<file path="config.mk">
export PLATFORM = sky130hd
export DESIGN_NAME = cplx_acc
export DESIGN_NICKNAME = d
export VERILOG_FILES = /design/src/rtl/cplx_acc.sv
export SDC_FILE = /design/constraint.sdc
export NUM_CORES = 1
export LEC_CHECK = 0
export CAP_MARGIN = 20
export CORE_ASPECT_RATIO = 0.6
export CORE_MARGIN = 4
export CORE_UTILIZATION = 45
export CTS_CLUSTER_SIZE = 30
export DETAILED_ROUTE_END_ITERATION = 6
export HOLD_SLACK_MARGIN = 0.06
export PLACE_DENSITY = 0.7
export SLEW_MARGIN = 10
export SYNTH_ARGS = -nofsm -noshare
export SYNTH_HDL_FRONTEND = slang
export SYNTH_SLANG_ARGS = --single-unit
</file>
<file path="constraint.sdc">
create_clock -name clk -period 2.7 [get_ports clk]
set_input_delay 0.675 -clock clk [delete_from_list [all_inputs] [get_ports clk]]
set_output_delay 0.675 -clock clk [all_outputs]
set_load 0.005 [all_outputs]
</file>
<file path="src/rtl/cplx_acc.sv">
// cplx_acc: complex frame accumulator with valid/ready in/out ports.
// Define CPLX_ACC_SAT_EN to make each component add saturate instead of wrap.
module cplx_acc #(
  parameter int DW    = 16,
  parameter int CNT_W = 8,
  parameter int ACC_W = 24
) (
  input  logic               clk,
  input  logic               rst,
  input  logic               start,
  input  logic [CNT_W-1:0]   len,
  input  logic               in_valid,
  output logic               in_ready,
  input  logic [2*DW-1:0]    in_data,
  output logic               busy,
  output logic               out_valid,
  input  logic               out_ready,
  output logic [ACC_W-1:0]   out_re,
  output logic [ACC_W-1:0]   out_im
);
  typedef enum logic [1:0] {IDLE, ACC, HOLD} state_t;
  state_t r_state, w_next;
  logic [CNT_W-1:0] r_len, r_cnt;
  logic [ACC_W-1:0] r_re, r_im;
  logic w_acc, w_start, w_last;
  logic signed [DW-1:0] w_in_re, w_in_im;
  function automatic logic [ACC_W-1:0] add_c(input logic [ACC_W-1:0] a, input logic [ACC_W-1:0] b);
`ifdef CPLX_ACC_SAT_EN
    logic [ACC_W:0] s;
    s = {a[ACC_W-1], a} + {b[ACC_W-1], b};
    return (s[ACC_W] ^ s[ACC_W-1]) ? {s[ACC_W], {(ACC_W-1){~s[ACC_W]}}} : s[ACC_W-1:0];
`else
    return a + b;
`endif
  endfunction
  assign w_in_re   = in_data[2*DW-1:DW];
  assign w_in_im   = in_data[DW-1:0];
  assign in_ready  = r_state == ACC;
  assign out_valid = r_state == HOLD;
  assign busy      = r_state != IDLE;
  assign out_re    = r_re;
  assign out_im    = r_im;
  assign w_acc     = in_valid && in_ready;
  assign w_start   = start && r_state == IDLE;
  assign w_last    = r_cnt == r_len - CNT_W'(1);
  always_comb begin
    w_next = r_state;
    case (r_state)
      IDLE:    w_next = start ? (len == '0 ? HOLD : ACC) : IDLE;
      ACC:     w_next = (w_acc && w_last) ? HOLD : ACC;
      HOLD:    w_next = out_ready ? IDLE : HOLD;
      default: w_next = IDLE;
    endcase
  end
  always_ff @(posedge clk or posedge rst) begin
    if (rst) begin
      r_state <= IDLE;
      r_len   <= '0;
      r_cnt   <= '0;
      r_re    <= '0;
      r_im    <= '0;
    end else begin
      r_state <= w_next;
      if (w_start) begin
        r_len <= len;
        r_cnt <= '0;
        r_re  <= '0;
        r_im  <= '0;
      end else if (w_acc) begin
        r_cnt <= r_cnt + CNT_W'(1);
        r_re  <= add_c(r_re, ACC_W'(w_in_re));
        r_im  <= add_c(r_im, ACC_W'(w_in_im));
      end
    end
  end
endmodule

</file>
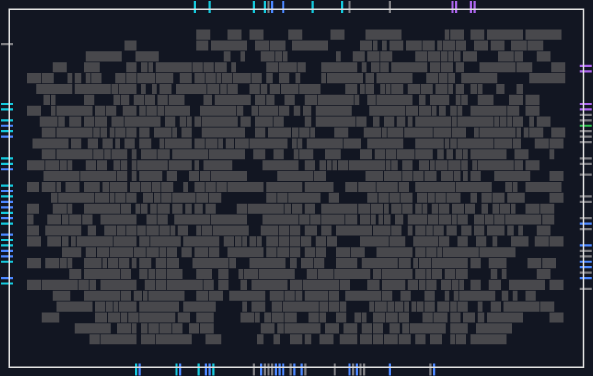
(run_1/pins.png)
(4 px per um) Pins as bars across the die edge, other pins in grey.
| port | colour | pins | direction | edge |
|---|---|---|---|---|
| `len` | purple | 8 | input | 4 top, 4 right |
| `out_re` | cyan | 24 | output | 14 left, 6 top, 4 bottom |
| `out_valid` | green | 1 | output | right |
| `in_data` | blue | 32 | input | 14 bottom, 11 left, 5 right, 2 top |

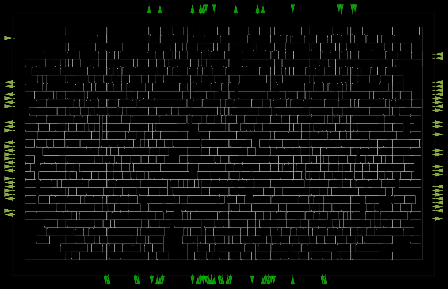
(run_1/final_placement.png)
registers: 66
Finished Layout Cells: 909
FP Rows: 29

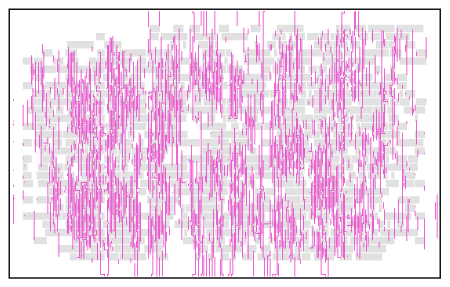
(run_1/met2.png)
(3 px per um)
main direction: vertical
longest straight run: 39.8 um
wire length on this layer: 7,880 um

run 1: report_power, final:
group	leakage [nW]	switching, W	internal [W]
clock	0.141	0.000467	0.000739
combinational	2.68	0.00315	0.00379
sequential	0.814	0.000572	0.00147
run 1: state kept, by name, indices dropped and copies added, names as in the netlist:
name and count:
r_len 8, r_cnt 8, r_state 2, out_im 24
out_re 24
run 1: per-layer routing:
metal | track usage [%] | vias to the layer above
met5 | 0 | -
met1 | 34.8 | 2569
met4 | 7.51 | 0
met3 | 5.93 | 25
met2 | 43.3 | 182
li1 | - | 2426
run 1: cell families (layout without fill, tap and decap cells):
kind of cell	after synthesis	in the layout	synth area share, %
compound gates	179	179	25.4
xor+xnor	54	54	9.58
fa+ha+maj	50	50	13.0
buf+inv	34	262	2.59
flops	66	66	33.5
mux	7	7	1.57
simple gates	152	152	14.5
==> results.py, run 1 <==
# Auto-generated metrics
metrics = {
    "cells_and_area": {
        "combGateArea_um2": 3760,
        "syn2layout_area_growth_pct": 61.3,
        "buffer_area_share_pct": 25.3,
        "inverters": 14,
        "utilization_pct": 74.9,
        "comb.multi_input.count": 442,
        "seq_area_share_pct": 20.8,
        "antenna_cells": 0,
        "nClkBuffers": 10,
        "final_common_cell": "buf_4",
        "seq_area_um2": 1650,
        "comb_area_share_pct": 47.2,
        "top_area_cell_class": "combinational gates",
    },
    "route": {
        "vias_per_cell": 5.72,
        "routed.top_layer": "met4",
        "met3_wirelength_um": 1050,
        "firstDrtPassIters": 4,
        "wl_per_cell_um": 18.5,
        "wl_met1_um": 7640,
        "drt_iter0_drc": 319,
        "vias": 5202,
        "drt_wl_total_um": 16800,
    },
    "placement": {
        "hpwlAfterDp_um": 11100,
        "portBuffers": 95,
        "place_area_um2": 6910,
        "dp.cells": 866,
    },
    "logic_synthesis": {
        "yosysChipArea_um2": 4930,
        "yosysTopAreaCell": "dfrtp_1",
        "synthCells": 542,
        "postSynthSeqShare_pct": 33.5,
        "ys.warnings.count": 0,
        "yosysCellCount": 542,
        "synth.distinct_cells": 63,
        "edf_count": 0,
        "synthTopCellsByArea": "dfrtp_1, ha_1, xor2_1",
        "yosys.cell_count.top_type": "dfrtp_1",
        "synth_area_per_cell_um2": 9.10,
        "fp_nets": 637,
        "common_cells": "dfrtp_1, nand2_1, ha_1, o21ai_0, a21oi_1",
        "synth.top_cell.area_share_pct": 33.5,
    },
    "worst_setup_path": {
        "critPathLaunchType": "input pin",
        "critical_path.endpoint": "out_re[20]",
        "r2r_cells": 11,
        "crit_chain": "clkdlybuf4s15_2, fa_2, a21o_1, a21oi_2, o21bai_2, a2111oi_4, o21ai_2, a41o_4, a31oi_4, xor2_1, o21ai_1",
        "crit_buf_inv": 1,
        "critical_path_class": "input pin to flop",
        "crit_path_start": "in_data[17]",
        "arrival_ns": 2.93,
        "cp.required_ns": 2.92,
        "cp_top_family": "AND-OR/OR-AND gates",
        "cp_max_fo": 3,
        "critPathCaptureType": "flop",
    },
    "outcome": {
        "status": "finished, violations left",
        "violations": "negative setup slack",
    },
    "clock_network": {
        "cts_sinks": 66,
        "clockBufferDepth": 2,
        "htreeDepth": 3,
        "cts_buffers": 9,
        "cts_hold_buf": 0,
    },
    "worst_hold_path": {
        "hp-class": "flop to flop",
        "hp-start": "r_state[1]",
        "hold_end": "r_state[0]",
        "holdPathStages": 1,
    },
    "sta": {
        "tns_ns": -0.0227,
        "slew_viol_final": 0,
        "whs_ns": 0.482,
        "finalHoldViolCount": 0,
        "setup_slack_ns": -0.0148,
        "finalCritPeriodShare_pct": 101,
        "rsz0062_at_grt": "true",
        "finClkSkew_ns": 0.00675,
        "setup_viol": 2,
        "finalCriticalPeriod_ns": 2.71,
        "max_slew_margin_pct": 59.8,
    },
    "floorplan": {
        "initCoreUtil_pct": 46.4,
        "top_level_ports": 96,
        "dieHeight_um": 89.1,
        "chipArea_um2": 12800,
    },
    "pwr": {
        "powerDensity_nw_per_um2": 1280,
        "leakage_nw": 3.63,
        "ir_drop_v": 0.000664,
        "total_power_w": 0.0102,
    },
    "global_routing": {
        "grt_pass1_wl_um": 26300,
        "grt.total_usage_pct": 26.1,
    },
    "flow_run": {
        "warning_count": 29,
    },
}
==> run 2: changes to the inputs <==
- CORE_MARGIN: 4 -> 2
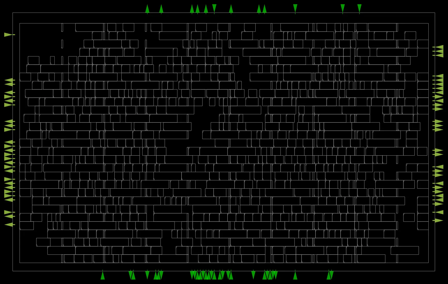
(run_2/final_placement.png)
Layout Utilization: 74.7%
Filler cells: 694

==> run 2 against run 1 <==
Compared with the run above: the flow now finishes without violations; fmax grew 0.75%; clock power hardly changed; non-clock buffer count increased by 7; register-to-register slack improved by 0.05 ns; sequential share of layout area hardly changed; first-iteration DRC count decreased by 3.8%; largest cell class unchanged.
==> results.py, run 2 <==
# Auto-generated metrics
metrics = {
    "pwr": {
        "powerDensity_nw_per_um2": 1280,
        "power.internal_w": 0.00601,
        "leakage_nw": 3.64,
        "power.group.top": "combinational cells",
        "p_sw_share_pct": 41.1,
        "power_frac_clock_pct": 11.8,
        "ir_drop_v": 0.000587,
        "power_combinational_w": 0.00695,
        "powerClk_w": 0.00121,
    },
    "logic_synthesis": {
        "edf_count": 0,
        "synthSimpleGateAreaFrac_pct": 14.5,
        "fp_nets": 637,
        "ys_sh_mux_pct": 1.57,
        "synth.distinct_cells": 63,
        "synth-xor-area-share_pct": 9.58,
        "synth_area_per_cell_um2": 9.10,
        "yosys.cell_count.top_type": "dfrtp_1",
        "common_cells": "dfrtp_1, nand2_1, ha_1, o21ai_0, a21oi_1",
        "aoi_share_pct": 25.4,
        "synthTopCellsByArea": "dfrtp_1, ha_1, xor2_1",
        "synthCells": 542,
        "synth.top_cell.area_share_pct": 33.5,
        "yosysTopAreaCell": "dfrtp_1",
    },
    "sta": {
        "setup_viol": 0,
        "setup_slack_ns": 0.00552,
        "finalCriticalPeriod_ns": 2.69,
        "finalHoldViolCount": 0,
        "slew_viol_final": 0,
        "rsz0062_at_grt": "true",
        "whs_ns": 0.475,
        "finalCritPeriodShare_pct": 99.8,
        "finClkSkew_ns": 0.00644,
        "max_slew_margin_pct": 69.6,
        "tns_ns": 0,
    },
    "floorplan": {
        "initCoreUtil_pct": 46.4,
        "dieHeight_um": 85.1,
        "top_level_ports": 96,
    },
    "cells_and_area": {
        "final_common_cell": "buf_4",
        "syn2layout_area_growth_pct": 61.0,
        "nClkBuffers": 10,
        "comb_area_share_pct": 46.7,
        "seq_area_share_pct": 20.8,
        "seq_area_um2": 1650,
        "antenna_cells": 0,
        "comb.multi_input.count": 442,
        "buffer_area_share_pct": 25.8,
    },
    "worst_setup_path": {
        "crit_path_start": "in_data[26]",
        "critical_path_class": "input pin to flop",
        "arrival_ns": 2.96,
        "cp_top_family": "AND-OR/OR-AND gates",
        "crit_chain": "clkdlybuf4s15_1, ha_4, and3_4, nand4_1, a21oi_2, o31a_1, a21oi_4, or4b_1, a21oi_2, a2bb2oi_2",
        "critPathCaptureType": "flop",
        "crit_buf_inv": 1,
    },
    "route": {
        "firstDrtPassIters": 5,
        "wl_per_cell_um": 18.3,
        "drt_wl_total_um": 16800,
        "vias_per_cell": 5.71,
        "vias": 5233,
    },
    "clock_network": {
        "cts_sinks": 66,
        "clockBufferDepth": 2,
        "cts_buffers": 9,
        "htreeDepth": 3,
    },
    "placement": {
        "place_area_um2": 6900,
        "dp.cells": 868,
        "hpwlAfterDp_um": 10700,
    },
    "worst_hold_path": {
        "hp-class": "flop to flop",
        "hp-start": "r_state[1]",
    },
    "outcome": {
        "status": "finished clean",
    },
    "global_routing": {
        "grt.total_usage_pct": 28.2,
        "grt_pass1_wl_um": 26500,
    },
}
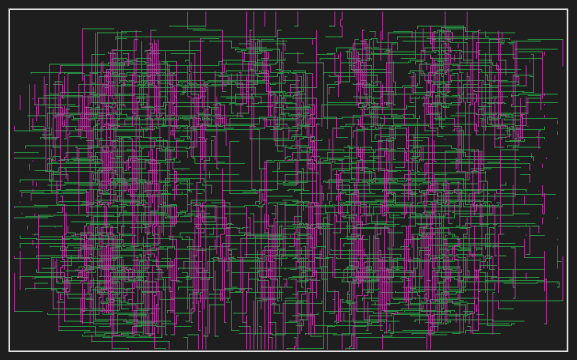
(run_2/metal_stack.png)
(4 px per um) Two of the layers only.
| layer | colour | wire length |
|---|---|---|
| met2 | magenta | 7,960 um |
| met1 | green | 7,450 um |

-- run 2: cell types whose count changed in the layout (fill, tap and decap cells not counted), moves of 3 or more --
cell	before	now
buf_4	131	136
a21oi_1	26	23
o21ai_1	10	13
buf_6	4	7
a21oi_2	9	15
a21oi_4	7	4
o21ai_0	39	35
-- run 2: layer usage --
layer  routed length (um)  global-route usage [%]  share of wire, %
met4                  373                    11.5               2.2
met3                 1010                    5.76               6.0
met2                 7960                    46.1                47
met5                    0                       0                 0
met1                 7450                    37.1                44
-- run 2: worst paths after layout --
check	endpoint	slack, ns	depth (start not counted)
max	out_re[23]	0.006	10
min	r_state[0]	0.48	1
max reg2reg	out_re[20]	0.04	11
min reg2reg	r_state[0]	0.48	1
max in group asynchronous	out_re[9]	1.66	3
min in group asynchronous	out_im[13]	0.73	3
==> run 3: changes to the inputs <==
- SLEW_MARGIN: 10 -> not set
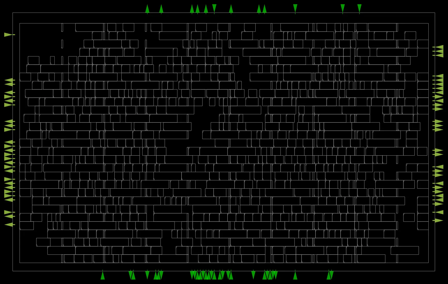
(run_3/final_placement.png)
tap cells: 139
Finished Layout Cells: 916
Core Area: 10,600 um2
flop share of the area: 20.8%

==> run 3 against run 2 <==
Compared with the run above: synthesized area stayed put; die area unchanged; global-route usage is the same; critical path depth did not move; synthesized cell count unchanged; critical endpoint unchanged; largest cell class unchanged.
==> results.py, run 3 <==
# Auto-generated metrics
metrics = {
    "outcome": {
        "status": "finished clean",
    },
    "logic_synthesis": {
        "synth.distinct_cells": 63,
        "synthCells": 542,
        "common_cells": "dfrtp_1, nand2_1, ha_1, o21ai_0, a21oi_1",
        "yosysTopAreaCell": "dfrtp_1",
        "fp_nets": 637,
        "aoi_share_pct": 25.4,
        "ys_async_sr_fraction_pct": 100,
        "synth_area_per_cell_um2": 9.10,
        "ys_sh_mux_pct": 1.57,
        "edf_count": 0,
        "synthSimpleGateAreaFrac_pct": 14.5,
        "synthTopCellsByArea": "dfrtp_1, ha_1, xor2_1",
        "yosys.cell_count.top_type": "dfrtp_1",
        "synth.top_cell.area_share_pct": 33.5,
        "synth-xor-area-share_pct": 9.58,
    },
    "pwr": {
        "powerDensity_nw_per_um2": 1280,
        "leakage_nw": 3.64,
        "ir_drop_v": 0.000587,
    },
    "floorplan": {
        "initCoreUtil_pct": 46.4,
        "top_level_ports": 96,
        "dieHeight_um": 85.1,
    },
    "global_routing": {
        "use_met2_pct": 46.1,
        "grt_pass1_wl_um": 26500,
        "top_usage_layer": "met2",
        "grt_pass1_vias": 5312,
        "grt.total_usage_pct": 28.2,
        "grt_use_met1_pct": 37.1,
        "grtUsageMet3_pct": 5.76,
    },
    "route": {
        "vias": 5233,
        "wl_met1_um": 7450,
        "firstDrtPassIters": 5,
        "routed.top_layer": "met4",
        "vias_per_cell": 5.71,
        "drt_wl_total_um": 16800,
        "wl_met2_um": 7960,
        "drc": 0,
        "met3_wirelength_um": 1010,
        "wl_per_cell_um": 18.3,
    },
    "placement": {
        "dp.cells": 868,
        "portBuffers": 95,
        "hpwlAfterDp_um": 10700,
        "place_area_um2": 6900,
    },
    "clock_network": {
        "cts_tree": "built",
        "clockBufferDepth": 2,
        "cts_buffers": 9,
        "root_buffer": "clkbuf_16",
        "clkLatencyLatePin_ns": 0.34,
        "cts_sinks": 66,
        "htreeDepth": 3,
    },
    "sta": {
        "slew_viol_final": 0,
        "max_slew_margin_pct": 69.6,
        "setup_viol": 0,
        "setup_slack_ns": 0.00552,
        "finalHoldViolCount": 0,
        "tns_ns": 0,
        "finalCriticalPeriod_ns": 2.69,
        "finClkSkew_ns": 0.00644,
        "finalCritPeriodShare_pct": 99.8,
        "rsz0062_at_grt": "true",
        "worst_pin_slew_ns": 0.452,
        "whs_ns": 0.475,
    },
    "worst_setup_path": {
        "crit_buf_inv": 1,
        "critPathCaptureType": "flop",
        "r2r_cells": 11,
        "critPathLaunchType": "input pin",
        "r2r_end": "out_re[20]",
        "cp_top_family": "AND-OR/OR-AND gates",
        "r2r_slack_ns": 0.04,
        "crit_chain": "clkdlybuf4s15_1, ha_4, and3_4, nand4_1, a21oi_2, o31a_1, a21oi_4, or4b_1, a21oi_2, a2bb2oi_2",
        "arrival_ns": 2.96,
        "critical_path_class": "input pin to flop",
    },
    "worst_hold_path": {
        "hp-start": "r_state[1]",
        "hold_end": "r_state[0]",
        "holdPathStages": 1,
        "hp-class": "flop to flop",
    },
    "cells_and_area": {
        "antenna_cells": 0,
        "combGateArea_um2": 3710,
        "final_common_cell": "buf_4",
        "nClkBuffers": 10,
        "buffer_area_share_pct": 25.8,
        "seq_area_um2": 1650,
        "comb_area_share_pct": 46.7,
        "num-fill-cells": 694,
        "syn2layout_area_growth_pct": 61.0,
        "comb.multi_input.count": 442,
        "utilization_pct": 74.7,
    },
}
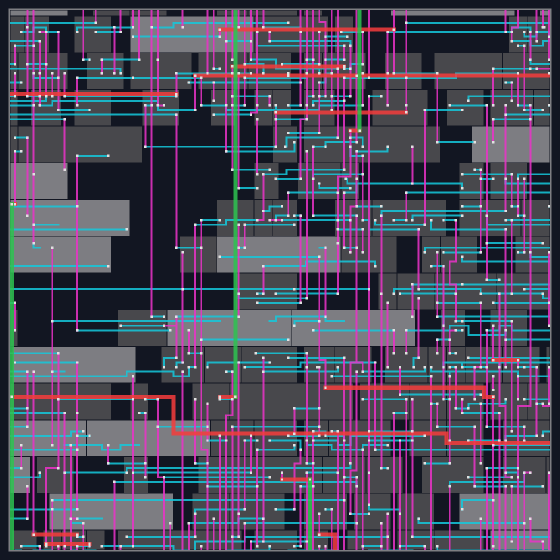
(run_3/zoom.png)
Window x 50 to 90, y 23 to 63 um. Cells in grey, sequential cells in the stronger grey; small squares are vias.
| layer | colour |
|---|---|
| met1 | cyan |
| met3 | red |
| met4 | green |
| met2 | magenta |
sequential cells in the window: 12
most frequent: buf_4 (21), dfrtp_1 (12), nand2_1 (10)
cells with their middle in the window: 113
netlist names of flops here include: `out_im` (7), `out_re` (4)

run 3: power breakdown:
group	internal (W)	switching [W]
combinational	0.00380	0.00314
clock	0.000739	0.000467
sequential	0.00147	0.000576
run 3: repair_timing:
item | CTS | global route
pin swaps | 62 | 56
cloned | 0 | 0
hold endpoints to repair | 0 | 0
gates resized | 87 | 55
setup buffers | 21 | 12
endpoints found under the setup margin | 21 | 21
run 3: worst max-delay path by stage:
stage          cells after the start         from  slack, ns          to
6_report                          10  in_data[26]      0.006  out_re[23]
5_1_grt                           11    out_re[0]       -0.1  out_re[10]
4_1_cts                           12    out_re[0]    0.00002  out_re[16]
3_5_place_dp                      12  in_data[16]      -0.72  out_re[20]
3_3_place_gp                      12  in_data[16]      -0.68  out_re[20]
2_1_floorplan                     11  in_data[16]      -0.17  out_re[20]
Power is estimated from default activity; no workload was simulated.
